### Cell area per tile, run 1

The die is cut into 13 by 13 equal tiles; white is low, dark blue is high, 0 to 100% covered.
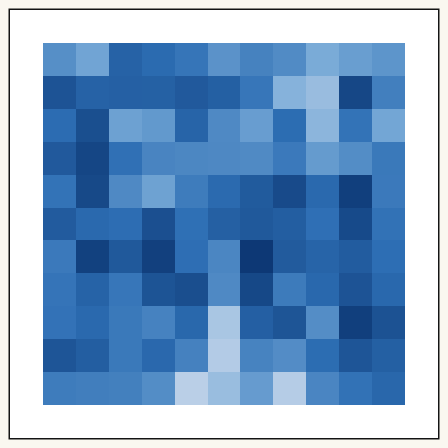
### Placement view, run 1

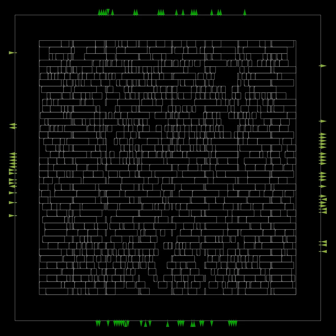
### Cells by drive strength, run 1

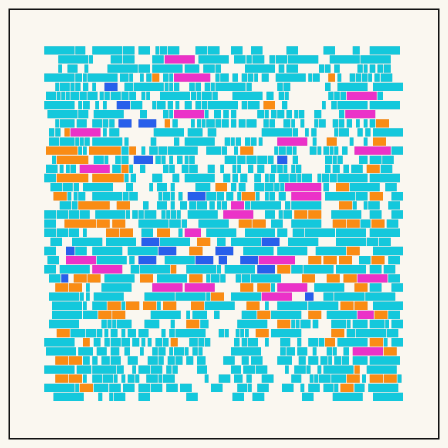
### A small window of the routed layout, run 1

Window x 86 to 106, y 86 to 106 um. Cells in grey, sequential cells in the stronger grey; small squares are vias.
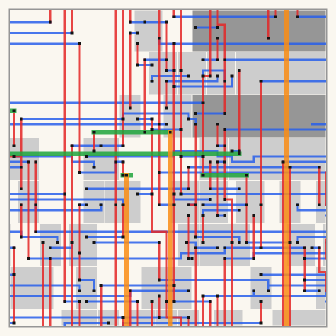
$ cat src/rtl/subleq_pkg.sv
// Shared types and constants for the SUBLEQ control card.
// SUBLEQ_STEP_EN adds the single-step PAUSE state.
package subleq_pkg;

    localparam int WORD_W = 16;
    localparam int CTRL_W = 14;

    typedef enum logic [3:0] {
        ST_IDLE,
        ST_FETCH_A,
        ST_FETCH_B,
        ST_FETCH_C,
        ST_READ_MA,
        ST_READ_MB,
        ST_WRITE_B,
        ST_BRANCH,
        ST_HALT
`ifdef SUBLEQ_STEP_EN
        , ST_PAUSE
`endif
    } state_t;

    localparam int CTRL_ST_IDLE    = 0;
    localparam int CTRL_ST_FETCH_A = 1;
    localparam int CTRL_ST_FETCH_B = 2;
    localparam int CTRL_ST_FETCH_C = 3;
    localparam int CTRL_ST_READ_MA = 4;
    localparam int CTRL_ST_READ_MB = 5;
    localparam int CTRL_ST_WRITE_B = 6;
    localparam int CTRL_ST_BRANCH  = 7;
    localparam int CTRL_ST_HALT    = 8;
    localparam int CTRL_MEM_RD     = 9;
    localparam int CTRL_MEM_WR     = 10;
    localparam int CTRL_BR         = 11;
    localparam int CTRL_HALT       = 12;
    localparam int CTRL_BUSY       = 13;

    function automatic logic is_mem_state(input state_t s);
        return s inside {ST_FETCH_A, ST_FETCH_B, ST_FETCH_C,
                         ST_READ_MA, ST_READ_MB, ST_WRITE_B};
    endfunction

endpackage

$ cat src/rtl/ack_timer.sv
// Memory-ack watchdog: down-counter reloaded on clear, expires on terminal count.
// TIMEOUT=0 disables expiry.
module ack_timer #(
    parameter int TIMEOUT = 255
) (
    input  logic clk,
    input  logic rst,
    input  logic clear,
    input  logic enable,
    output logic expired
);

    localparam logic [15:0] LOAD = (TIMEOUT > 0) ? 16'(TIMEOUT - 1) : 16'd0;

    logic [15:0] cnt;

    always_ff @(posedge clk or posedge rst) begin
        if (rst) begin
            cnt <= LOAD;
        end else if (clear) begin
            cnt <= LOAD;
        end else if (enable && (cnt != 16'd0)) begin
            cnt <= cnt - 16'd1;
        end
    end

    // Expiry fires on the edge that would complete the TIMEOUT-th unacked cycle.
    assign expired = (TIMEOUT != 0) && enable && (cnt == 16'd0);

endmodule

$ cat src/rtl/control_card.sv
// SUBLEQ instruction sequencer: fetch A/B/C, read mem[A]/mem[B], write back, branch.
// Optional macro SUBLEQ_STEP_EN adds step_mode/step and a PAUSE state after BRANCH.
//
// state    | meaning
// IDLE     | waiting for start after reset
// FETCH_A  | read operand A at pc
// FETCH_B  | read operand B at pc+1
// FETCH_C  | read operand C at pc+2
// READ_MA  | read mem[A]
// READ_MB  | read mem[B]
// WRITE_B  | write mem[B]-mem[A] to B, latch leq
// BRANCH   | update pc or halt (one cycle)
// HALT     | stopped by halt branch or ack timeout
// PAUSE    | single-step hold (SUBLEQ_STEP_EN only)
module control_card
    import subleq_pkg::*;
#(
    parameter logic [WORD_W-1:0] RESET_PC    = 16'h0000,
    parameter logic [WORD_W-1:0] HALT_ADDR   = 16'hFFFF,
    parameter int                ACK_TIMEOUT = 255
) (
    input  logic              clk,
    input  logic              rst,
    input  logic              start,
    output logic [WORD_W-1:0] mem_addr,
    output logic [WORD_W-1:0] mem_wdata,
    input  logic [WORD_W-1:0] mem_rdata,
    output logic              mem_rd,
    output logic              mem_wr,
    input  logic              mem_ack,
`ifdef SUBLEQ_STEP_EN
    input  logic              step_mode,
    input  logic              step,
`endif
    output logic [WORD_W-1:0] pc,
    output logic              halted,
    output logic              fault,
    output logic [CTRL_W-1:0] ctrl
);

    state_t            state, state_n;
    logic [WORD_W-1:0] reg_a, reg_b, reg_c, reg_ma, reg_mb;
    logic [WORD_W-1:0] diff;
    logic              leq;
    logic              req;
    logic              timer_clear, timer_en, timer_expired;
    logic              halt_branch;

    assign diff        = reg_mb - reg_ma;
    assign req         = is_mem_state(state);
    assign mem_rd      = req && (state != ST_WRITE_B);
    assign mem_wr      = (state == ST_WRITE_B);
    assign halted      = (state == ST_HALT);
    assign halt_branch = leq && (reg_c == HALT_ADDR);
    assign timer_clear = !req || mem_ack;
    assign timer_en    = req && !mem_ack;

    ack_timer #(.TIMEOUT(ACK_TIMEOUT)) u_ack_timer (
        .clk     (clk),
        .rst     (rst),
        .clear   (timer_clear),
        .enable  (timer_en),
        .expired (timer_expired)
    );

    always_comb begin
        mem_addr  = '0;
        mem_wdata = '0;
        case (state)
            ST_FETCH_A: mem_addr = pc;
            ST_FETCH_B: mem_addr = pc + WORD_W'(1);
            ST_FETCH_C: mem_addr = pc + WORD_W'(2);
            ST_READ_MA: mem_addr = reg_a;
            ST_READ_MB: mem_addr = reg_b;
            ST_WRITE_B: begin
                mem_addr  = reg_b;
                mem_wdata = diff;
            end
            default: ;
        endcase
    end

    always_comb begin
        state_n = state;
        case (state)
            ST_IDLE, ST_HALT: if (start) state_n = ST_FETCH_A;
            ST_FETCH_A: if (mem_ack) state_n = ST_FETCH_B; else if (timer_expired) state_n = ST_HALT;
            ST_FETCH_B: if (mem_ack) state_n = ST_FETCH_C; else if (timer_expired) state_n = ST_HALT;
            ST_FETCH_C: if (mem_ack) state_n = ST_READ_MA; else if (timer_expired) state_n = ST_HALT;
            ST_READ_MA: if (mem_ack) state_n = ST_READ_MB; else if (timer_expired) state_n = ST_HALT;
            ST_READ_MB: if (mem_ack) state_n = ST_WRITE_B; else if (timer_expired) state_n = ST_HALT;
            ST_WRITE_B: if (mem_ack) state_n = ST_BRANCH;  else if (timer_expired) state_n = ST_HALT;
            ST_BRANCH: begin
                if (halt_branch) begin
                    state_n = ST_HALT;
                end else begin
`ifdef SUBLEQ_STEP_EN
                    state_n = step_mode ? ST_PAUSE : ST_FETCH_A;
`else
                    state_n = ST_FETCH_A;
`endif
                end
            end
`ifdef SUBLEQ_STEP_EN
            ST_PAUSE: if (step || !step_mode) state_n = ST_FETCH_A;
`endif
            default: state_n = ST_IDLE;
        endcase
    end

    always_ff @(posedge clk or posedge rst) begin
        if (rst) begin
            state  <= ST_IDLE;
            pc     <= RESET_PC;
            reg_a  <= '0;
            reg_b  <= '0;
            reg_c  <= '0;
            reg_ma <= '0;
            reg_mb <= '0;
            leq    <= 1'b0;
            fault  <= 1'b0;
        end else begin
            state <= state_n;
            case (state)
                ST_IDLE, ST_HALT: begin
                    if (start) begin
                        pc    <= RESET_PC;
                        fault <= 1'b0;
                    end
                end
                ST_FETCH_A: if (mem_ack) reg_a  <= mem_rdata;
                ST_FETCH_B: if (mem_ack) reg_b  <= mem_rdata;
                ST_FETCH_C: if (mem_ack) reg_c  <= mem_rdata;
                ST_READ_MA: if (mem_ack) reg_ma <= mem_rdata;
                ST_READ_MB: if (mem_ack) reg_mb <= mem_rdata;
                ST_WRITE_B: if (mem_ack) leq <= diff[WORD_W-1] || (diff == '0);
                ST_BRANCH: begin
                    // A halting branch leaves pc on the halting instruction.
                    if (leq) begin
                        if (!halt_branch) pc <= reg_c;
                    end else begin
                        pc <= pc + WORD_W'(3);
                    end
                end
                default: ;
            endcase
            if (timer_expired) fault <= 1'b1;
        end
    end

    always_comb begin
        ctrl                  = '0;
        ctrl[CTRL_ST_IDLE]    = (state == ST_IDLE);
        ctrl[CTRL_ST_FETCH_A] = (state == ST_FETCH_A);
        ctrl[CTRL_ST_FETCH_B] = (state == ST_FETCH_B);
        ctrl[CTRL_ST_FETCH_C] = (state == ST_FETCH_C);
        ctrl[CTRL_ST_READ_MA] = (state == ST_READ_MA);
        ctrl[CTRL_ST_READ_MB] = (state == ST_READ_MB);
        ctrl[CTRL_ST_WRITE_B] = (state == ST_WRITE_B);
        ctrl[CTRL_ST_BRANCH]  = (state == ST_BRANCH);
`ifdef SUBLEQ_STEP_EN
        // PAUSE shares the HALT one-hot slot but not the halted flag.
        ctrl[CTRL_ST_HALT]    = (state == ST_HALT) || (state == ST_PAUSE);
`else
        ctrl[CTRL_ST_HALT]    = (state == ST_HALT);
`endif
        ctrl[CTRL_MEM_RD]     = mem_rd;
        ctrl[CTRL_MEM_WR]     = mem_wr;
        ctrl[CTRL_BR]         = (state == ST_BRANCH) && leq;
        ctrl[CTRL_HALT]       = halted;
        ctrl[CTRL_BUSY]       = (state != ST_IDLE) && (state != ST_HALT);
    end

endmodule

$ cat config.mk
export PLATFORM = sky130hd
export DESIGN_NAME = control_card
export DESIGN_NICKNAME = d
export VERILOG_FILES = /design/src/rtl/subleq_pkg.sv /design/src/rtl/ack_timer.sv /design/src/rtl/control_card.sv
export SDC_FILE = /design/constraint.sdc
export NUM_CORES = 1
export LEC_CHECK = 0
export CAP_MARGIN = 15
export CORE_MARGIN = 10
export CORE_UTILIZATION = 61
export CTS_CLUSTER_SIZE = 14
export DETAILED_ROUTE_END_ITERATION = 8
export PLACE_DENSITY_LB_ADDON = 0.05
export SLEW_MARGIN = 0
export SYNTH_ARGS = -nofsm -noshare
export SYNTH_HDL_FRONTEND = slang
export SYNTH_SLANG_ARGS = --single-unit
$ cat constraint.sdc
create_clock -name clk -period 8.9 [get_ports clk]
set_input_delay 0.89 -clock clk [delete_from_list [all_inputs] [get_ports clk]]
set_output_delay 0.89 -clock clk [all_outputs]
set_load 0.01 [all_outputs]
==> flow_metrics.tcl, run 1 <==
# place-and-route summary
set metrics [dict create \
    final-hold-violation-count 0 \
    antenna_found_initial 0 \
    nClkBuffers 23 \
    synth-area-yosys_sq_um 7066 \
    max_clock_freq_mhz 223.0 \
    regToRegEndpoint "leq" \
    final_standard_cell_count_with_taps_included_and_fillers_excluded 963 \
    crit_path_cell_trace "inv_1, ha_1, inv_1, fa_1, a21oi_1, o2111ai_1, a31oi_1, or4b_1, o21a_1, a21oi_1, clkdlybuf4s50_1" \
    ctsLongestPathBuffers 2 \
    outcome "completed" \
    ff2ff_path_depth 9 \
    max_cap_violations 0 \
    worstHoldEndpoint "fault" \
    ir_worst_vdd_mv 0.2764 \
    comb_area_frac 0.4436 \
    worstReg2RegStart "state[1]" \
    fraction_of_registers_with_async_set_or_reset_after_synthesis 1.000 \
    htree_num_levels 4 \
    highest-signal-layer "met4" \
    timing_worst_slew_pin_value_ps 881.6 \
    first_global_vias 5956 \
    via_count 6099 \
    post_detailed_route_wirelength_per_cell_um 20.53 \
    global_route.usage.total 0.2426 \
    layout.cells.largest_class "combinational gates" \
    synth-compound-area-share 0.1410 \
    inverters 31 \
    final.setup.tns_ps 0 \
    clk-insertion-delay-late_ps 420 \
]
Back to the opening pictures, 'Cell area per tile':
nearly empty tiles	28%
emptiest ninth of the die	top right
mean over tiles	51%
tiles over 75% full	34%

Back to the opening pictures, 'Placement view':
layout sequential cell count: 118
share of the core filled with cells in the final layout: 0.7525
Seq/total area: 0.3462

Back to the opening pictures, 'Cells by drive strength':
size	colour	cells	share
x2	orange	93	11%
x3 and x4	blue	19	2.3%
x1 and smaller	cyan	684	83%
x6 and larger	magenta	24	2.9%

Back to the opening pictures, 'A small window of the routed layout':
layer	colour
M3	green
M2	red
M1	blue
M4	orange
netlist names of flops here include	pc (2)
sequential cells in the window	2
cells with their middle in the window	28
most frequent	o21ai_0 (5), nor2_1 (4), a21oi_1 (4)

[run 1: state kept, by name, indices dropped and copies added (netlist names)]
| signal | flops |
|---|---|
| fault | 1 |
| leq | 1 |
| pc | 16 |
| reg_a | 16 |
| reg_b | 16 |
| reg_c | 16 |
| reg_ma | 16 |
| reg_mb | 16 |
| state | 4 |
| u_ack_timer.cnt | 16 |
[run 1: synth_stat cells, drive strengths merged (3+ instances only)]
cell type	number
dfrtp	111
mux2	82
nor2	74
nand2	59
o21ai	58
a21oi	37
clkbuf	33
inv	30
nor3	25
ha	22
nand3	22
xnor2	21
xor2	13
and3	11
a22oi	10
nor4	10
a31oi	8
buf	8
and2	7
dfstp	7
nor2b	7
or3	7
nand2b	6
nand4	6
or2	6
a221o	5
o2111ai	5
a211oi	4
a21o	4
a222oi	4
nand3b	3
### Pin placement, run 1

The bar under the picture is 50 um long. Pins as bars across the die edge, other pins in grey.
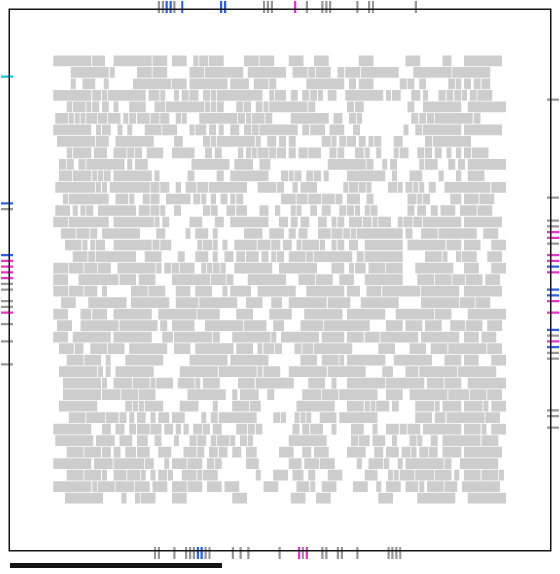

## Run 2: what changed since run 1
- CORE_UTILIZATION: 61 -> 57
- clock period: 8.9 -> 4.35 ns (I/O delays scaled with it)
### Pin placement, run 2

The bar under the picture is 50 um long. Pins as bars across the die edge, other pins in grey.
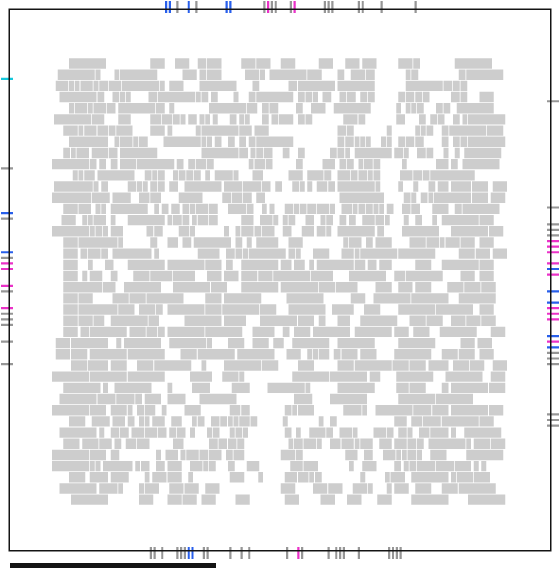
port	colour	pins	direction	edge
mem_addr	magenta	16	output	9 right, 4 left, 2 top, 1 bottom
clk	cyan	1	input	left
ctrl	blue	14	output	5 top, 5 right, 2 left, 2 bottom
all pins by edge	25 bottom, 25 right, 20 top, 16 left

==> run 2 against run 1 <==
Combinational power rose by 100%; final area rose by 0.10%; power rose by 100%; area after synthesis did not move; routed wire length fell by 1.6%; worst hold slack improved by 21 ps; critical endpoint unchanged.
==> flow_metrics.tcl, run 2 <==
# place-and-route summary
set metrics [dict create \
    fin_hold_ws_ps 503.3 \
    synth-area-yosys_sq_um 7066 \
    fraction_of_registers_with_async_set_or_reset_after_synthesis 1.000 \
    outcome "completed" \
    via_count 6013 \
    regToRegEndpoint "leq" \
    layout.core_utilization 0.7101 \
    post-route-drc-count 0 \
    final_standard_cell_count_with_taps_included_and_fillers_excluded 990 \
    slew_violations 0 \
    flop_cell "dfrtp_1" \
    first_global_vias 5830 \
    global_route.usage.total 0.2232 \
    synth_area_leader_cell "dfrtp_1" \
    crit_path_cell_trace "inv_1, ha_1, inv_1, fa_1, a21oi_1, o2111ai_1, a31oi_1, or4b_1, o21a_1, a21oi_1, clkdlybuf4s50_1" \
    worstHoldEndpoint "fault" \
    ys_top_cells_by_count "dfrtp_1 (111), mux2_2 (72), nor2_1 (72)" \
    max_clock_freq_mhz 249.7 \
    timing_worst_slew_pin_value_ps 1079 \
    dp.final_hpwl_um 14180 \
    antenna_found_initial 0 \
    area.growth.synth_to_final_pct 21.21 \
    tritoncts_buffer_count 17 \
    ff2ff_path_depth 9 \
    final_cell_area_sq_um 8564 \
    synth.net_count 783 \
    htree_num_levels 4 \
    routedLengthMet1_um 8466 \
    final.setup.tns_ps 0 \
    timing.setup.critical_path_class "flop to output pin" \
    clk-insertion-delay-late_ps 410 \
    num_rows 40 \
    clock-skew-final_ps 9.189 \
    hold_start "fault" \
    ys_sh_simple 0.1755 \
    highest-signal-layer "met4" \
    ctsLongestPathBuffers 2 \
    worst_path_dominant_cell_family "AND-OR/OR-AND gates" \
    synth-compound-area-share 0.1410 \
    max_cap_violations 0 \
    yosys.cell_count.top_type "dfrtp_1" \
    post_detailed_route_wirelength_per_cell_um 19.65 \
    max-slew-margin-rel 0.2804 \
    initial_utilization 0.5858 \
    top_logic_kind "simple AND/OR/NAND/NOR gates" \
    final-hold-violation-count 0 \
    cp_data_arrival_time_ps 3570 \
    power.leakage_uw 0.003618 \
    ir_worst_vdd_mv 0.4311 \
    worstReg2RegStart "state[0]" \
]
==> run 2: cell counts after synthesis <==
No cell type changed its count.
==> run 2: final cells by class <==
| class | count | area (sq um) |
|---|---|---|
| repair buffers | 92 | 903.4 |
| clock inverters | 9 | 101.3 |
| multi-input cells | 550 | 3795 |
| clock buffers | 22 | 474.2 |
| flip-flops and latches | 118 | 2962 |
| inverters | 31 | 118.9 |
| fillers | 890 | 3497 |
| well taps | 168 | 210.2 |
==> run 2: power breakdown <==
part | internal [uW] | switching (uW) | total (uW)
Clock | 879 | 481 | 1360
Sequential | 1520 | 380 | 1900
Combinational | 1400 | 1590 | 2990
### Placement view, run 2

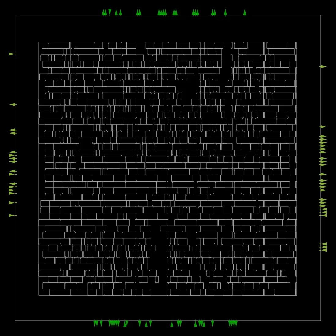

## Run 3: what changed since run 2
- CELL_PAD_IN_SITES_DETAIL_PLACEMENT: default -> 0
- CELL_PAD_IN_SITES_GLOBAL_PLACEMENT: default -> 2
- CORE_UTILIZATION: 57 -> 36
### Placement view, run 3

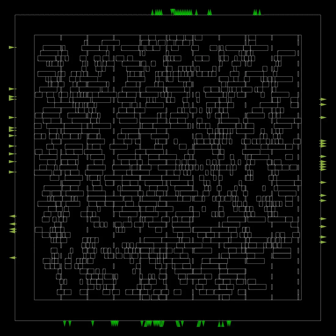
share of the core filled with cells in the final layout: 0.4495
number of placement rows: 51

==> run 3 against run 2 <==
Area after synthesis is the same; sequential cell count unchanged; setup slack better by 8.9 ps; final area grew 1.8%; critical path depth did not move; utilization fell by 26 points; sequential power hardly changed; via count is 1.8% lower; highest routed layer unchanged.
==> flow_metrics.tcl, run 3 <==
# place-and-route summary
set metrics [dict create \
    via_count 5905 \
    outcome "completed" \
    synth-area-yosys_sq_um 7066 \
    final_cell_area_sq_um 8720 \
    switching_share 0.4014 \
    worstReg2RegStart "state[1]" \
    fin_hold_ws_ps 474.7 \
    regToRegEndpoint "leq" \
    share_clk_of_total_power 0.222 \
    max-slew-margin-rel 0.3784 \
    max_cap_violations 0 \
    power.share.combinational 0.484 \
    slew_violations 0 \
    global_route.usage.total 0.1691 \
    ys_sh_simple 0.1755 \
    post-route-drc-count 0 \
    final-hold-violation-count 0 \
    synth-compound-area-share 0.1410 \
    synth_area_leader_cell "dfrtp_1" \
    ir_worst_vdd_mv 0.3482 \
]
-- run 3: power groups by stage --
stage	Clock [uW]	Combinational, uW	Sequential (uW)
after floorplan	0	2230	1730
after global routing	1500	3410	1920
after global placement	0	3070	1860
after CTS	1450	3100	1860
final	1410	3080	1870
after detailed placement	0	3090	1880
-- run 3: layout make-up --
cell class / instances / area [sq um]
clock buffer: 19 / 442.9
clock inverter: 13 / 146.4
fill: 1950 / 10680
inverter: 31 / 118.9
multi-input combinational: 550 / 3795
sequential: 118 / 2962
tap: 265 / 331.6
timing repair buffer: 93 / 923.4
-- run 3: per-layer routing --
metal,vias up,track usage
met1,2938,0.2172
met4,0,0.06177
met3,29,0.03522
met5,-,0
li1,2794,-
met2,144,0.2745
Power is estimated from default activity; no workload was simulated.
